**src/rtl/fir_ctrl_pkg.sv**
```systemverilog
// Shared types and elaboration helpers for the FIR MAC sequencer.
package fir_ctrl_pkg;

  typedef enum logic [1:0] {
    IDLE,
    MAC,
    DONE
  } state_t;

  function automatic int acc_width(input int dw, input int cw, input int ntaps);
    return dw + cw + $clog2(ntaps);
  endfunction

  // Two taps are consumed per MAC cycle, so the tap count must pair up.
  function automatic bit taps_legal(input int ntaps);
    return (ntaps >= 2) && (ntaps % 2 == 0);
  endfunction

  localparam int  DEF_NTAPS    = 4;
  localparam bit  DEF_TAPS_OK  = taps_legal(DEF_NTAPS);

endpackage

```
**src/rtl/fir_mac2.sv**
```systemverilog
// Two unsigned multipliers feeding a three-input adder; purely combinational.
module fir_mac2
  import fir_ctrl_pkg::*;
#(
  parameter int DW = 8,
  parameter int CW = 8,
  parameter int AW = acc_width(DW, CW, DEF_NTAPS)
) (
  input  logic [AW-1:0] acc_in,
  input  logic [DW-1:0] x0,
  input  logic [DW-1:0] x1,
  input  logic [CW-1:0] c0,
  input  logic [CW-1:0] c1,
  output logic [AW-1:0] acc_out
);

  localparam int PW = DW + CW;

  logic [PW-1:0] p0;
  logic [PW-1:0] p1;

  assign p0 = {{CW{1'b0}}, x0} * {{DW{1'b0}}, c0};
  assign p1 = {{CW{1'b0}}, x1} * {{DW{1'b0}}, c1};

  assign acc_out = acc_in + AW'(p0) + AW'(p1);

endmodule

```
**src/rtl/fir_mac_sequencer.sv**
```systemverilog
// Unsigned NTAPS FIR: two shared multipliers over NTAPS/2 cycles, result NTAPS/2 edges after accept.
// No overlap: in_ready drops until the result is taken; coefficient writes while busy are dropped and flagged.
module fir_mac_sequencer
  import fir_ctrl_pkg::*;
#(
  parameter int DW    = 8,
  parameter int CW    = 8,
  parameter int NTAPS = 4,
  parameter int AW    = acc_width(DW, CW, NTAPS)
) (
  input  logic                     clk,
  input  logic                     rst,
  input  logic                     in_valid,
  output logic                     in_ready,
  input  logic [DW-1:0]            in_data,
  input  logic                     coef_we,
  input  logic [$clog2(NTAPS)-1:0] coef_addr,
  input  logic [CW-1:0]            coef_data,
  output logic                     coef_err,
  output logic                     out_valid,
  input  logic                     out_ready,
  output logic [AW-1:0]            out_data,
  output logic                     busy
);

  localparam bit TAPS_OK = taps_legal(NTAPS);
  localparam int HALF    = NTAPS / 2;
  localparam int IW      = (HALF > 1) ? $clog2(HALF) : 1;
  localparam int ADW     = $clog2(NTAPS);
  localparam logic [IW-1:0] LAST_IDX = IW'(HALF - 1);

  generate
    if (!TAPS_OK) begin : g_bad_ntaps
      $error("fir_mac_sequencer: NTAPS must be even and >= 2");
    end
  endgenerate

  state_t        state;
  logic [IW-1:0] idx;
  logic [DW-1:0] x [NTAPS];
  logic [CW-1:0] c [NTAPS];
  logic [AW-1:0] acc;
  logic [AW-1:0] mac_sum;
  logic [DW-1:0] op_x0;
  logic [DW-1:0] op_x1;
  logic [CW-1:0] op_c0;
  logic [CW-1:0] op_c1;

  // Tap pair 2*idx / 2*idx+1 selected from the registered delay line and bank.
  always_comb begin
    op_x0 = x[0];
    op_x1 = x[1];
    op_c0 = c[0];
    op_c1 = c[1];
    for (int k = 0; k < HALF; k++) begin
      if (idx == IW'(k)) begin
        op_x0 = x[2*k];
        op_x1 = x[2*k+1];
        op_c0 = c[2*k];
        op_c1 = c[2*k+1];
      end
    end
  end

  fir_mac2 #(
    .DW (DW),
    .CW (CW),
    .AW (AW)
  ) u_mac2 (
    .acc_in  (acc),
    .x0      (op_x0),
    .x1      (op_x1),
    .c0      (op_c0),
    .c1      (op_c1),
    .acc_out (mac_sum)
  );

  assign in_ready = (state == IDLE);
  assign busy     = (state != IDLE);

  always_ff @(posedge clk) begin
    if (rst) begin
      state     <= IDLE;
      idx       <= '0;
      acc       <= '0;
      out_data  <= '0;
      out_valid <= 1'b0;
      coef_err  <= 1'b0;
      for (int k = 0; k < NTAPS; k++) begin
        x[k] <= '0;
        c[k] <= '0;
      end
    end else begin
      coef_err <= coef_we && (state != IDLE);
      case (state)
        IDLE: begin
          for (int k = 0; k < NTAPS; k++) begin
            if (coef_we && coef_addr == ADW'(k)) c[k] <= coef_data;
          end
          if (in_valid) begin
            x[0] <= in_data;
            for (int k = 1; k < NTAPS; k++) x[k] <= x[k-1];
            acc   <= '0;
            idx   <= '0;
            state <= MAC;
          end
        end
        MAC: begin
          acc <= mac_sum;
          idx <= idx + 1'b1;
          if (idx == LAST_IDX) begin
            out_data  <= mac_sum;
            out_valid <= 1'b1;
            state     <= DONE;
          end
        end
        DONE: begin
          if (out_ready) begin
            out_valid <= 1'b0;
            state     <= IDLE;
          end
        end
        default: state <= IDLE;
      endcase
    end
  end

endmodule

```
**config.mk**
```make
export PLATFORM = sky130hd
export DESIGN_NAME = fir_mac_sequencer
export DESIGN_NICKNAME = d
export VERILOG_FILES = /design/src/rtl/fir_ctrl_pkg.sv /design/src/rtl/fir_mac2.sv /design/src/rtl/fir_mac_sequencer.sv
export SDC_FILE = /design/constraint.sdc
export NUM_CORES = 1
export LEC_CHECK = 0
export ABC_CLOCK_PERIOD_IN_PS = 6830
export CAP_MARGIN = 15
export CORE_ASPECT_RATIO = 0.9
export CORE_UTILIZATION = 55
export DETAILED_ROUTE_END_ITERATION = 12
export GPL_TIMING_DRIVEN = 0
export PLACE_DENSITY = 0.74
export SYNTH_ARGS = -nofsm -noshare
export SYNTH_HDL_FRONTEND = slang
export SYNTH_SLANG_ARGS = --single-unit
```
**constraint.sdc**
```tcl
create_clock -name clk -period 6.83 [get_ports clk]
set_clock_uncertainty 0.2 [all_clocks]
set_input_delay 1.366 -clock clk [delete_from_list [all_inputs] [get_ports clk]]
set_output_delay 1.366 -clock clk [all_outputs]
set_load 0.01 [all_outputs]
```
Fig. 1: run 1, the metal 1 layer
Cells faint in the background.
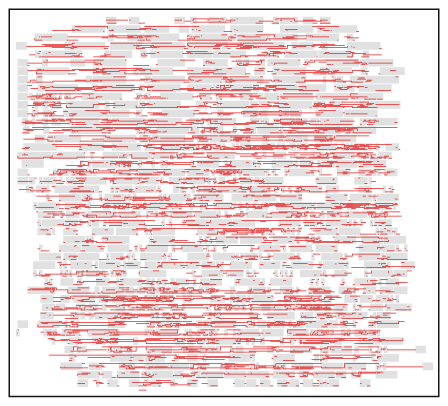
nets with wire on the layer: 1095
share of all routed wire: 44%
wire length on this layer: 8660 um
longest straight run: 45.5 um
via total after detailed routing: 6428
met1 routing resource usage after global routing: 34.1%
Detailed Route WL: 19900 um

Fig. 2: run 1, signal wires on met2
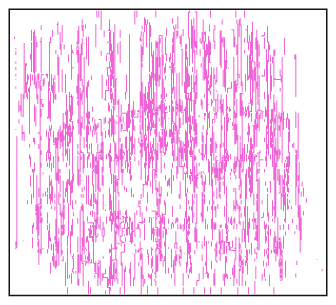
longest straight run: 53.9 um
wire length on this layer: 9280 um
nets with wire on the layer: 1002
met2 usage: 37.0%

Fig. 3: run 1, the metal 3 layer
Cells faint in the background.
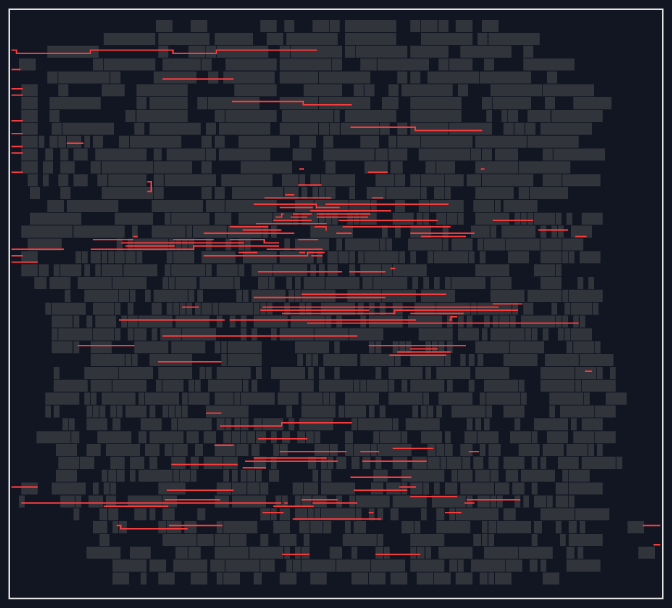
main direction: horizontal
longest straight run: 57.3 um
share of all routed wire: 7.3%
wire length on this layer: 1450 um
nets with wire on the layer: 87
M3 GR Usage: 5.38%

==> metrics.log, run 1 <==
[report] extracting results
[metrics] final core occ: 64.5%
[metrics] Area growth, synth to finish: 13.9%
[metrics] Antenna Cells: 0
[metrics] post-CTS repair timing setup buffer count: 0
[metrics] Non-clock buffer share: 5.38%
[metrics] site row count: 44
[metrics] final-report setup violation count: 0
[metrics] Final TNS setup: 0 ps
[metrics] distinct cell type count of the synthesized netlist: 53
[metrics] number of antenna violations at the first check in global routing: 0
[metrics] clock share of power: 15.6%
[metrics] end of the worst register-to-register path: out_data[16]
[metrics] CTS Hold Buffers Added: 0
[metrics] Max Cap Violations: 0
[metrics] Total Die Area: 0.0172 sq mm
[metrics] chip area estimate from yosys synthesis: 0.00916 sq mm
[metrics] area of the mapped netlist: 0.00916 sq mm
[metrics] FF-to-FF Start: idx
[metrics] delay contributed by the slowest stage of the critical path: 530 ps
[metrics] fraction of final layout cells sized beyond drive strength 1: 10.7%
[metrics] cell type with the highest aggregate area in the netlist: sky130_fd_sc_hd__fa_1
[metrics] ordered cell list for the critical path: buf_2, buf_4, mux2i_4, nor2_1, fa_1, inv_1, fa_1, inv_1, fa_1, fa_1, fa_1, inv_1, fa_1, inv_1, ha_1, a21oi_1, a21oi_1, o311ai_2, nor4_1, a211o_1
[metrics] register share of the cell area: 26.3%
[metrics] Top Ports: 45
[metrics] die boundary height: 124 um
[metrics] cell internal power dissipation: about 1800 uW
[metrics] Setup crit start kind: register
[metrics] post-route worst setup slack: 242 ps
[metrics] number of clock sinks: 105
[metrics] floorplan utilization: between 50 and 60%
[metrics] PD cells: 314 mW/mm^2
[metrics] Top area cell types: sky130_fd_sc_hd__fa_1 (24%), sky130_fd_sc_hd__edfxtp_1 (21%), sky130_fd_sc_hd__ha_1 (9.7%)
[metrics] relative contribution of sequential cells to total power: 23.8%
[metrics] share of synthesized cell area in full adder, half adder and majority cells: 34.2%
[metrics] most instantiated logic cell after routing: sky130_fd_sc_hd__inv_1
[metrics] Comb. pwr: 1990 uW
[metrics] largest delay contributor family on the critical path: adder cells
[metrics] run status: complete, no violations
[metrics] largest registers: c: 32 flops, x: 32 flops
[metrics] wire length on met2: between 9000 and 10000 um
[metrics] share of synthesized cell area in and-or and or-and compound cells: under 10%
[metrics] clock network latency to the later pin of the worst-skew pair: 370 ps
[metrics] gpl congestion: between 0.8 and 0.9
[metrics] instance area at placement: 0.00986 sq mm
[metrics] root buffer selected by CTS: sky130_fd_sc_hd__clkbuf_16
[metrics] Synth Warn #: 0
[metrics] worst setup path endpoint: out_data[16]
[metrics] fillcell total: 1330
[metrics] quantity of gates resized following cts: 8
[metrics] worst hold path endpoint: out_data[5]
[metrics] data arrival time of the critical path: 6660 ps
[metrics] wire length on met3: 1450 um
==> run 1 -> run 2 <==
--- a/config.mk
+++ b/config.mk
@@ -7,7 +7,6 @@
 export LEC_CHECK = 0
 export ABC_CLOCK_PERIOD_IN_PS = 6830
 export CAP_MARGIN = 15
-export CORE_ASPECT_RATIO = 0.9
 export CORE_UTILIZATION = 55
 export DETAILED_ROUTE_END_ITERATION = 12
 export GPL_TIMING_DRIVEN = 0
Fig. 4: run 2, routing congestion map
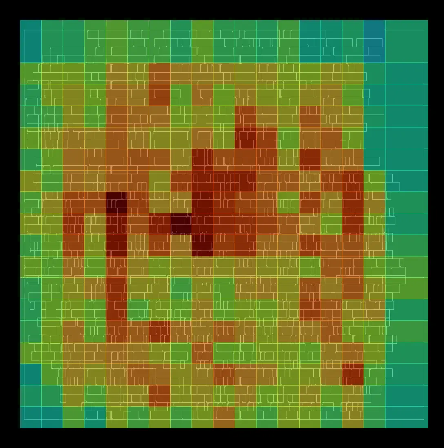
gr busiest metal: met2
met1 routing resource usage after global routing: 34.7%
Global Route Usage Sum: 25.2%
final core occ: 65.4%

Fig. 5: run 2, the metal 1 layer
Cells faint in the background.
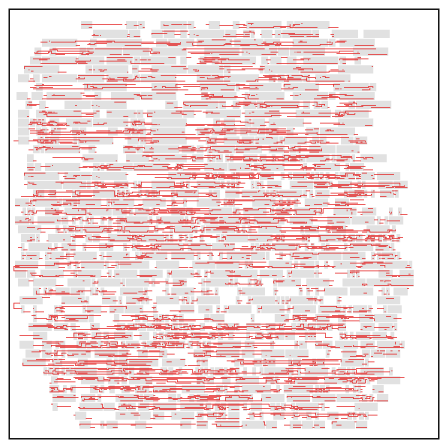
share of all routed wire: 43%
longest straight run: 50.1 um
main direction: horizontal
nets with wire on the layer: 1104
via total after detailed routing: 6388
Detailed Route WL: 20000 um

==> run 2 against run 1 <==
Net effect:
- non-clock buffer count grew 1
- combinational power hardly changed
- via count down 0.62%
- global-route usage increased by 1.0 points
- largest power group unchanged
==> metrics.log, run 2 <==
[report] extracting results
[metrics] worst hold path endpoint: out_data[8] (was out_data[5])
[metrics] number of standard cells reported by yosys: 913 (unchanged)
[metrics] register share of the cell area: 26.1% (was 26.3%)
[metrics] floorplan utilization: 57.1% (was 56.6%)
[metrics] number of nets in the layout: 1175 (was 1174)
[metrics] quantity of gates resized following cts: 13 (was 8)
[metrics] wire length on met3: 1130 um (was 1450 um)
[metrics] element type at the critical path end: register (unchanged)
[metrics] root buffer selected by CTS: sky130_fd_sc_hd__clkbuf_16 (unchanged)
[metrics] Top Ports: 45 (unchanged)
[metrics] Comb. pwr: 1980 uW (was 1990 uW)
[metrics] Area growth, synth to finish: 14.6% (was 13.9%)
[metrics] net count entering floorplan: 1119 (unchanged)
[metrics] PD cells: 313 mW/mm^2 (was 314 mW/mm^2)
[metrics] Non-clock buffer share: 5.67% (was 5.38%)
[metrics] instance area at placement: 0.00990 sq mm (was 0.00986 sq mm)
[metrics] Antenna Cells: 0 (unchanged)
[metrics] most instantiated logic cell after routing: sky130_fd_sc_hd__inv_1 (unchanged)
[metrics] M3 GR Usage: 5.03% (was 5.38%)
[metrics] Final TNS setup: 0 ps (unchanged)
[metrics] die outline width: 131 um (was 138 um)
[metrics] reg2reg setup slack: 250 ps (was 240 ps)
[metrics] gpl congestion: 0.905 (was 0.889)
[metrics] Synth Warn #: 0 (unchanged)
[metrics] fraction of final layout cells sized beyond drive strength 1: 10.6% (was 10.7%)
[metrics] data arrival time of the critical path: 6640 ps (was 6660 ps)
[metrics] area of the mapped netlist: 0.00916 sq mm (unchanged)
[metrics] clock network latency to the later pin of the worst-skew pair: 370 ps (about the same)
[metrics] clock share of power: 15.8% (was 15.6%)
[metrics] Data required, critical path: 6890 ps (was 6900 ps)
[metrics] cell internal power dissipation: 1780 uW (about the same)
[metrics] largest delay contributor family on the critical path: adder cells (unchanged)
[metrics] chip area estimate from yosys synthesis: 0.00916 sq mm (unchanged)
[metrics] vias in the first global route: 6300 (was 6197)
[metrics] die boundary height: 131 um (was 124 um)
[metrics] run status: complete, no violations (unchanged)
[metrics] end of the worst register-to-register path: out_data[16] (unchanged)
[metrics] site row count: 46 (was 44)
[metrics] CTS Hold Buffers Added: 0 (unchanged)
[metrics] FF-to-FF Start: idx (unchanged)
[metrics] delay contributed by the slowest stage of the critical path: 540 ps (was 530 ps)
[metrics] cell type with the highest aggregate area in the netlist: sky130_fd_sc_hd__fa_1 (unchanged)
[metrics] ordered cell list for the critical path: buf_2, buf_4, mux2i_4, nor2_1, fa_1, inv_1, fa_1, inv_1, fa_1, fa_1, fa_1, inv_1, fa_1, inv_1, ha_1, a21oi_1, a21oi_1, o311ai_2, nor4_1, a211o_1 (unchanged)
[metrics] Total Die Area: 0.0172 sq mm (about the same)
[metrics] post-CTS repair timing setup buffer count: 0 (unchanged)
[metrics] post-route worst setup slack: 246 ps (was 242 ps)
[metrics] fillcell total: 1266 (was 1330)
[metrics] post-route cell area: 0.0105 sq mm (was 0.0104 sq mm)
[metrics] share of synthesized cell area in and-or and or-and compound cells: 6.16% (unchanged)
[metrics] Max VDD drop: 231 uV (was 275 uV)
[metrics] final cell count without fillers: 1190 (was 1180)
[metrics] pin count of the biggest net entering global routing: 20 (was 33)
[metrics] number of antenna violations at the first check in global routing: 0 (unchanged)
[metrics] Max Cap Violations: 0 (unchanged)
[metrics] Port Buffers: 44 (unchanged)
[metrics] worst slack at placement: -74.3 ps (was -83.6 ps)
[metrics] wire length on met2: 9700 um (was 9280 um)
[metrics] share of synthesized cell area in full adder, half adder and majority cells: 34.2% (unchanged)
[metrics] number of clock sinks: 105 (unchanged)
[metrics] Setup crit start kind: register (unchanged)
[metrics] final-report setup violation count: 0 (unchanged)
[metrics] distinct cell type count of the synthesized netlist: 53 (unchanged)
[metrics] dominant combinational cell family by area after synthesis: adder cells (unchanged)
[metrics] largest registers: c: 32 flops, x: 32 flops (unchanged)
[metrics] highest-delay cell along the critical path: sky130_fd_sc_hd__fa_1 (unchanged)
[metrics] relative contribution of sequential cells to total power: 23.8% (about the same)
[metrics] worst setup path endpoint: out_data[16] (unchanged)
[metrics] Top area cell types: sky130_fd_sc_hd__fa_1 (24%), sky130_fd_sc_hd__edfxtp_1 (21%), sky130_fd_sc_hd__ha_1 (9.7%) (unchanged)
[metrics] largest cell class by area: multi-input combinational cells (unchanged)
[metrics] share of power burned in combinational logic: 60.4% (was 60.5%)
[metrics] cells after synthesis: 913 (unchanged)
[metrics] met2 usage: 40.4% (was 37.0%)
[metrics] H-tree level count: 3 (unchanged)
Power and IR drop assume default switching activity.
